<file path="src/rtl/cfg_chain_loader.sv">
// -----------------------------------------------------------------------------
// cfg_chain_loader
//
// Loads the fabric configuration scan chain. The chain is made of the 4-bit
// selector registers of the routing muxes. Configuration words arrive on a
// valid/ready stream. Each word is shifted onto the chain LSB-first. Once
// CHAIN_LEN bits have been shifted, a one-cycle cfg_latch strobe commits the
// chain into the mux shadow registers, so the muxes never see a partial load.
// Unused upper bits of the final word are dropped and never shifted.
//
// Optional feature (macro CFG_CHECK_EN): after the payload words, one extra
// checksum word is accepted. This word is the XOR of all payload words and is
// not shifted. On a mismatch the load ends in DONE with error=1, done=0 and no
// commit. Without the macro, error is tied low and no checksum logic is built.
//
// Parameters:
//   CHAIN_LEN  total config bits in the chain (>=1)
//   WORD_W     width of one input config word (>=2)
//
// Ports:
//   clk        system clock, rising edge
//   rst_n      asynchronous active-low reset
//   start      begin a load (honoured in IDLE or DONE only)
//   abort      synchronous cancel back to IDLE, no commit
//   s_valid    input word valid
//   s_ready    word accepted this cycle (FETCH and no abort)
//   s_data     config word, bit 0 shifted first
//   cfg_en     chain shift enable
//   cfg_bit    serial chain data, meaningful when cfg_en=1
//   cfg_latch  one-cycle commit pulse to the mux selector shadow regs
//   busy       load in progress (FETCH/SHIFT/LATCH)
//   done       last load committed, held until the next start
//   error      checksum failure, held until the next start
// -----------------------------------------------------------------------------
module cfg_chain_loader #(
    parameter int CHAIN_LEN = 40,
    parameter int WORD_W    = 8
) (
    input  logic              clk,
    input  logic              rst_n,
    input  logic              start,
    input  logic              abort,
    input  logic              s_valid,
    output logic              s_ready,
    input  logic [WORD_W-1:0] s_data,
    output logic              cfg_en,
    output logic              cfg_bit,
    output logic              cfg_latch,
    output logic              busy,
    output logic              done,
    output logic              error
);

    localparam int NWORDS    = (CHAIN_LEN + WORD_W - 1) / WORD_W;
    localparam int LAST_BITS = CHAIN_LEN - (NWORDS - 1) * WORD_W;
    localparam int TB_W      = $clog2(CHAIN_LEN + 1);
    localparam int BW_W      = $clog2(WORD_W + 1);
    // Word counter must reach NWORDS (the checksum slot when checking is on).
    localparam int WC_W      = $clog2(NWORDS + 2);

    localparam logic [TB_W-1:0] TOTAL_LIM = TB_W'(CHAIN_LEN);
    localparam logic [BW_W-1:0] FULL_LIM  = BW_W'(WORD_W);
    localparam logic [BW_W-1:0] LAST_LIM  = BW_W'(LAST_BITS);
    localparam logic [WC_W-1:0] LAST_WORD = WC_W'(NWORDS - 1);

    typedef enum logic [2:0] {
        S_IDLE,
        S_FETCH,
        S_SHIFT,
        S_LATCH,
        S_DONE
    } state_t;

`ifdef CFG_CHECK_EN
    localparam logic [WC_W-1:0] CHECK_WORD = WC_W'(NWORDS);
    // With checking, the last payload bit leads back to FETCH for the checksum.
    localparam state_t AFTER_PAYLOAD = S_FETCH;
`else
    localparam state_t AFTER_PAYLOAD = S_LATCH;
`endif

    state_t            state_reg, state_next;
    logic [WORD_W-1:0] sreg_reg, sreg_next;
    logic [BW_W-1:0]   bit_cnt_reg, bit_cnt_next, bit_cnt_inc, word_limit;
    logic [TB_W-1:0]   total_reg, total_next, total_inc;
    logic [WC_W-1:0]   word_cnt_reg, word_cnt_next;
    logic              done_reg, done_next;
    logic              handshake;
`ifdef CFG_CHECK_EN
    logic [WORD_W-1:0] xsum_reg, xsum_next;
    logic              error_reg, error_next;
`endif

    // Outputs decode straight from state so an asynchronous reset clears
    // them immediately. abort masks s_ready so the offered word is not taken.
    assign s_ready   = (state_reg == S_FETCH) && !abort;
    assign handshake = s_valid && s_ready;
    assign cfg_en    = (state_reg == S_SHIFT);
    assign cfg_bit   = cfg_en && sreg_reg[0];
    assign cfg_latch = (state_reg == S_LATCH);
    assign busy      = (state_reg == S_FETCH) || (state_reg == S_SHIFT) ||
                       (state_reg == S_LATCH);
    assign done      = done_reg;
`ifdef CFG_CHECK_EN
    assign error     = error_reg;
`else
    assign error     = 1'b0;
`endif

    always_comb begin
        state_next    = state_reg;
        sreg_next     = sreg_reg;
        bit_cnt_next  = bit_cnt_reg;
        total_next    = total_reg;
        word_cnt_next = word_cnt_reg;
        done_next     = done_reg;
`ifdef CFG_CHECK_EN
        xsum_next     = xsum_reg;
        error_next    = error_reg;
`endif
        bit_cnt_inc   = bit_cnt_reg + 1'b1;
        total_inc     = total_reg + 1'b1;
        word_limit    = (word_cnt_reg == LAST_WORD) ? LAST_LIM : FULL_LIM;

        unique case (state_reg)
            S_IDLE, S_DONE: begin
                if (start) begin
                    state_next    = S_FETCH;
                    bit_cnt_next  = '0;
                    total_next    = '0;
                    word_cnt_next = '0;
                    done_next     = 1'b0;
`ifdef CFG_CHECK_EN
                    xsum_next     = '0;
                    error_next    = 1'b0;
`endif
                end
            end
            S_FETCH: begin
                if (handshake) begin
`ifdef CFG_CHECK_EN
                    if (word_cnt_reg == CHECK_WORD) begin
                        if (s_data == xsum_reg) begin
                            state_next = S_LATCH;
                        end else begin
                            state_next = S_DONE;
                            error_next = 1'b1;
                        end
                    end else begin
                        sreg_next    = s_data;
                        xsum_next    = xsum_reg ^ s_data;
                        bit_cnt_next = '0;
                        state_next   = S_SHIFT;
                    end
`else
                    sreg_next    = s_data;
                    bit_cnt_next = '0;
                    state_next   = S_SHIFT;
`endif
                end
            end
            S_SHIFT: begin
                sreg_next    = sreg_reg >> 1;
                bit_cnt_next = bit_cnt_inc;
                total_next   = total_inc;
                if (bit_cnt_inc == word_limit) begin
                    word_cnt_next = word_cnt_reg + 1'b1;
                    state_next    = (total_inc == TOTAL_LIM) ? AFTER_PAYLOAD : S_FETCH;
                end
            end
            S_LATCH: begin
                done_next  = 1'b1;
                state_next = S_DONE;
            end
            default: state_next = S_IDLE;
        endcase

        // Cancel wins over start and over any handshake in the same cycle.
        if (abort && (state_reg != S_IDLE)) begin
            state_next    = S_IDLE;
            sreg_next     = '0;
            bit_cnt_next  = '0;
            total_next    = '0;
            word_cnt_next = '0;
            done_next     = 1'b0;
`ifdef CFG_CHECK_EN
            xsum_next     = '0;
`endif
        end
    end

    always_ff @(posedge clk or negedge rst_n) begin
        if (!rst_n) begin
            state_reg    <= S_IDLE;
            sreg_reg     <= '0;
            bit_cnt_reg  <= '0;
            total_reg    <= '0;
            word_cnt_reg <= '0;
            done_reg     <= 1'b0;
`ifdef CFG_CHECK_EN
            xsum_reg     <= '0;
            error_reg    <= 1'b0;
`endif
        end else begin
            state_reg    <= state_next;
            sreg_reg     <= sreg_next;
            bit_cnt_reg  <= bit_cnt_next;
            total_reg    <= total_next;
            word_cnt_reg <= word_cnt_next;
            done_reg     <= done_next;
`ifdef CFG_CHECK_EN
            xsum_reg     <= xsum_next;
            error_reg    <= error_next;
`endif
        end
    end

endmodule

</file>
<file path="config.mk">
export PLATFORM = sky130hd
export DESIGN_NAME = cfg_chain_loader
export DESIGN_NICKNAME = d
export VERILOG_FILES = /design/src/rtl/cfg_chain_loader.sv
export SDC_FILE = /design/constraint.sdc
export NUM_CORES = 1
export LEC_CHECK = 0
export CORE_UTILIZATION = 44
export CTS_CLUSTER_SIZE = 24
export DETAILED_ROUTE_END_ITERATION = 6
export GPL_ROUTABILITY_DRIVEN = 0
export GPL_TIMING_DRIVEN = 0
export PLACE_DENSITY = 0.75
export SETUP_SLACK_MARGIN = 0.4
export SYNTH_ARGS = -nofsm -noshare
export SYNTH_HDL_FRONTEND = slang
export SYNTH_SLANG_ARGS = --single-unit
</file>
<file path="constraint.sdc">
create_clock -name clk -period 1.84 [get_ports clk]
set_input_delay 0.276 -clock clk [delete_from_list [all_inputs] [get_ports clk]]
set_output_delay 0.276 -clock clk [all_outputs]
set_load 0.03 [all_outputs]
</file>
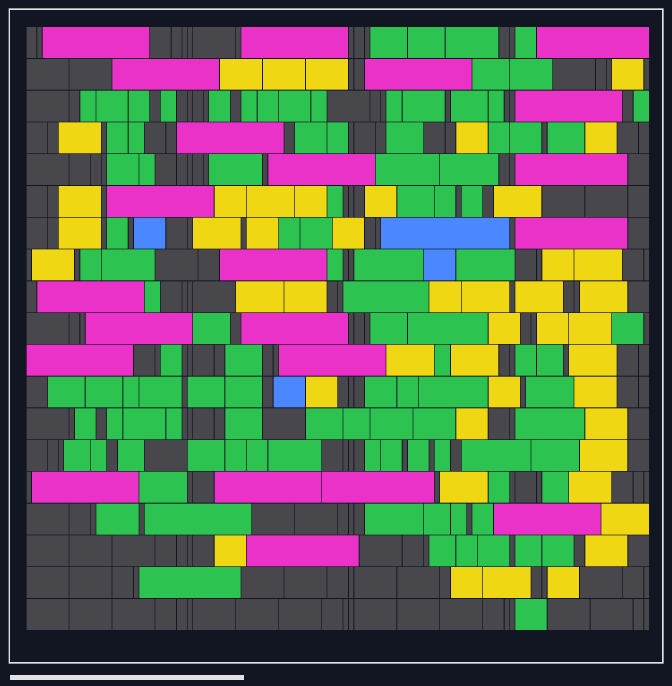
(run_1/placement_by_type.png)
The bar under the picture is 20 um long. Fill, decap, tap and diode cells in grey.
Key: green = combinational and other logic [cells 105, share of their area 44%]; yellow = other buffers and delay cells [cells 46, share of their area 23%]; magenta = flops [cells 22, share of their area 30%]; blue = clock drivers and dummy loads [cells 4, share of their area 2.8%]

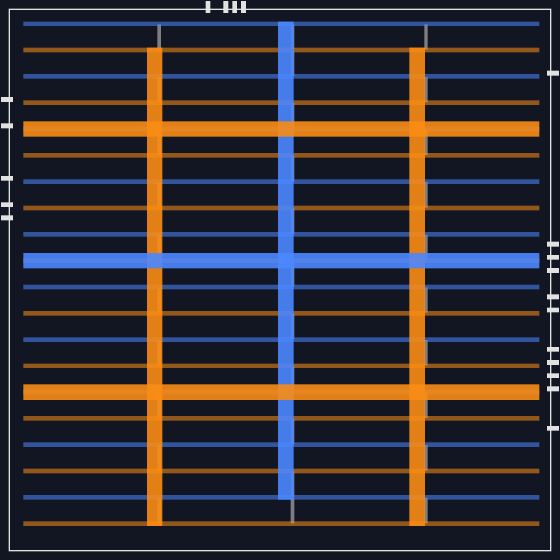
(run_1/power_grid.png)
Pins as bars on the die edge. Tap cells in grey.
Key: orange = VSS; blue = VDD
3 straps on met5. 3 straps on met4. 20 signal pins sit on the boundary. 31 tap cells.

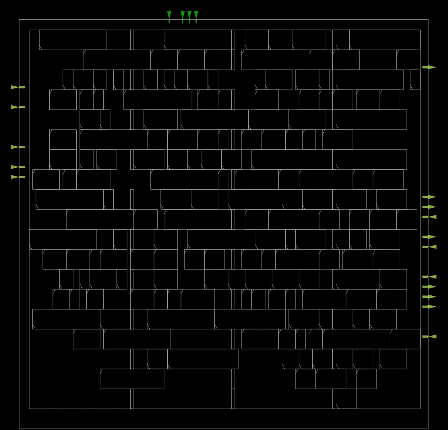
(run_1/placement.png)
share of cell area taken by flip-flops and latches: 0.290
FP Rows: 19
Fill cells: 202
fraction of the core area covered by cells at the end of the flow: 0.695

==> run notes, run 1 <==
The full implementation flow was run.

The flow ran to the end, and the final reports show no timing, DRC or antenna violations. The highest supply drop recorded on VDD is 1.59 mV. The STA report counts the stages on the worst setup path as 4. Ranked by total cell area, the synthesized netlist is headed by sky130_fd_sc_hd__dfrtp_1 43%, sky130_fd_sc_hd__a22oi_1 4.7%, sky130_fd_sc_hd__nand2_1 4.4%. The area of the die stands at 3120 um^2. The number of antenna diodes in the final layout is 0. The report counts max-capacitance violations totalling 0.

The number of flops mapped to enable cells by yosys stands at 0. The met2 usage in global routing stands at 0.337. In this design, the critical path's most frequently occurring cell is sky130_fd_sc_hd__buf_6. Of the post-synthesis cell area, the dominant cell type holds 0.432.

According to the cell report, the number of logic gates is 104. Yosys shows that the main logic family after synthesis is AND-OR/OR-AND gates. The ratio of total power to cell area stands at 1530 nW/um^2.

The register with the most flip-flops in the layout has 8 of them. The internal portion of the total power is 1.73 mW. Leaving out fill and tap cells, the most frequent cell in the layout is sky130_fd_sc_hd__buf_4.

After detailed routing, the number of remaining DRC violations is 0. In this run, the synthesized area fraction spent on xor and xnor cells is recorded as 0.0206. The power report attributes to the sequential group a share of 0.260. Per the layout area report, the combinational gate area comes to 831 um^2.

The setup check on the worst reg-to-reg path leaves a slack of 0.17 ns. The count of cells in the finished layout, fillers not included, comes to 208. In this run, power in the clock network comes to 0.390 mW. The overall via count from detail_route stands at 1,230. The proportion of synthesized chip area in sequential cells stands at 0.432.

Per the placement log, port buffering inserted 18 buffers. The capture point of the critical path was reported as s_ready. The detailed router used layers up to and including met4. The sum of buffers and inverters on the critical path stands at 2.

The sequential cell area stands at 557 um^2. The tally of nets with antenna violations remaining after routing stands at 0. The netlist uses 38 different library cells. The compound-cell area share of the yosys netlist stands at 0.237. The maximum clock path buffer count stands at 2. Data on the critical path is required at its endpoint by 1.56 ns. The floorplan step records an initial core utilization of 0.462. TritonCTS built the clock tree. A synthesized cell averages 9.44 um^2. The layout report gives the multi-input gate share of total cell area as 0.433. Endpoints failing hold in the final report were tallied at 0. met1 track demand over resource after global routing is 0.284. The count of yosys warnings during synthesis stands at 0. sky130_fd_sc_hd__dfrtp_1 is the most common cell in the netlist.
==> run 2: changes to the inputs <==
--- a/config.mk
+++ b/config.mk
@@ -11,7 +11,7 @@
 export GPL_ROUTABILITY_DRIVEN = 0
 export GPL_TIMING_DRIVEN = 0
 export PLACE_DENSITY = 0.75
-export SETUP_SLACK_MARGIN = 0.4
+export SETUP_SLACK_MARGIN = 0.3
 export SYNTH_ARGS = -nofsm -noshare
 export SYNTH_HDL_FRONTEND = slang
 export SYNTH_SLANG_ARGS = --single-unit
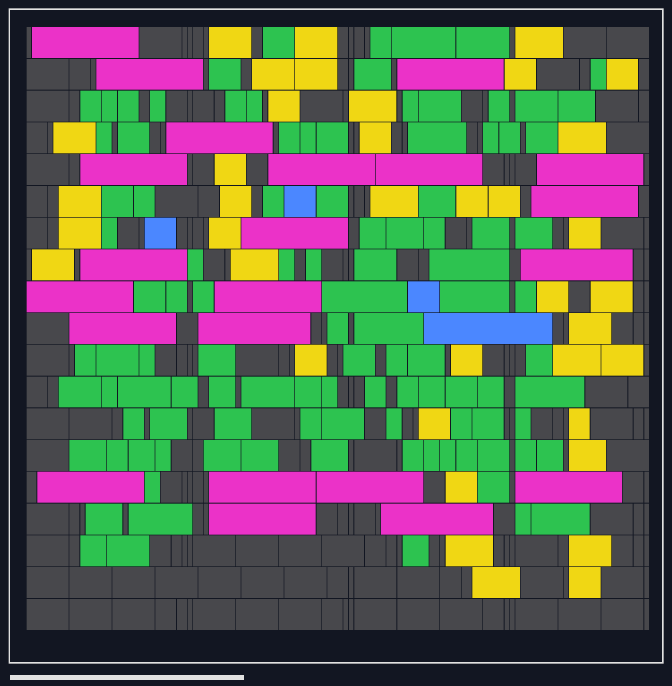
(run_2/placement_by_type.png)
The bar under the picture is 20 um long. Fill, decap, tap and diode cells in grey.
Key: blue = clock drivers and dummy loads [cells 4, share of their area 3.1%]; yellow = other buffers and delay cells [cells 38, share of their area 20%]; magenta = flops [cells 22, share of their area 32%]; green = combinational and other logic [cells 105, share of their area 44%]

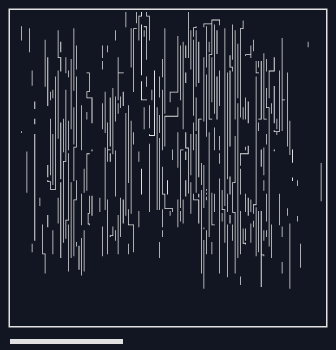
(run_2/layer_met2.png)
The bar under the picture is 20 um long.
The longest straight run is 31.3 um. 159 nets have wire on it.

==> run 2 against run 1 <==
Final area shrank 8.8%. Global-route usage shrank 1.3 points. Non-clock buffer count shrank 8. Clock skew shrank 0.0038 ns. Die area is the same. Sequential power shrank 2%.
==> run notes, run 2 <==
The full implementation flow was run.

The internal portion of the total power is 1.52 mW. After filler insertion, the fill cell instance count of the layout stands at 234. The clock passes through at most 2 buffers. The share of the synthesized netlist area taken by xor and xnor gates stands at 0.0206. The buffer_ports step reported a buffer count of 18.

The number of flops mapped to enable cells by yosys stands at 0. The max capacitance violation total stands at 0. The highest supply drop recorded on VDD is 1.11 mV. The capture point of the critical path was reported as s_ready. The fraction of area in multi-input gates stands at 0.432.

After synthesis, the cell types taking the most area are sky130_fd_sc_hd__dfrtp_1 43%, sky130_fd_sc_hd__a22oi_1 4.7%, sky130_fd_sc_hd__nand2_1 4.4%. At the floorplan stage, the core utilization is reported as 0.462. In the synthesized netlist, the dominant kind of combinational cell is AND-OR/OR-AND gates. The register share of the cell area stands at 0.317. The ratio of total power to cell area stands at 1480 nW/um^2.

The run finished with clean final reports. Counting endpoints that fail hold in the final report gives 0. The number of antenna diodes in the final layout is 0.

TritonCTS built the clock tree. The sum of buffers and inverters on the critical path stands at 3. After detailed routing, no signal wire sits above met4.
Power figures rest on the tool's default switching activity, not on a simulated workload.
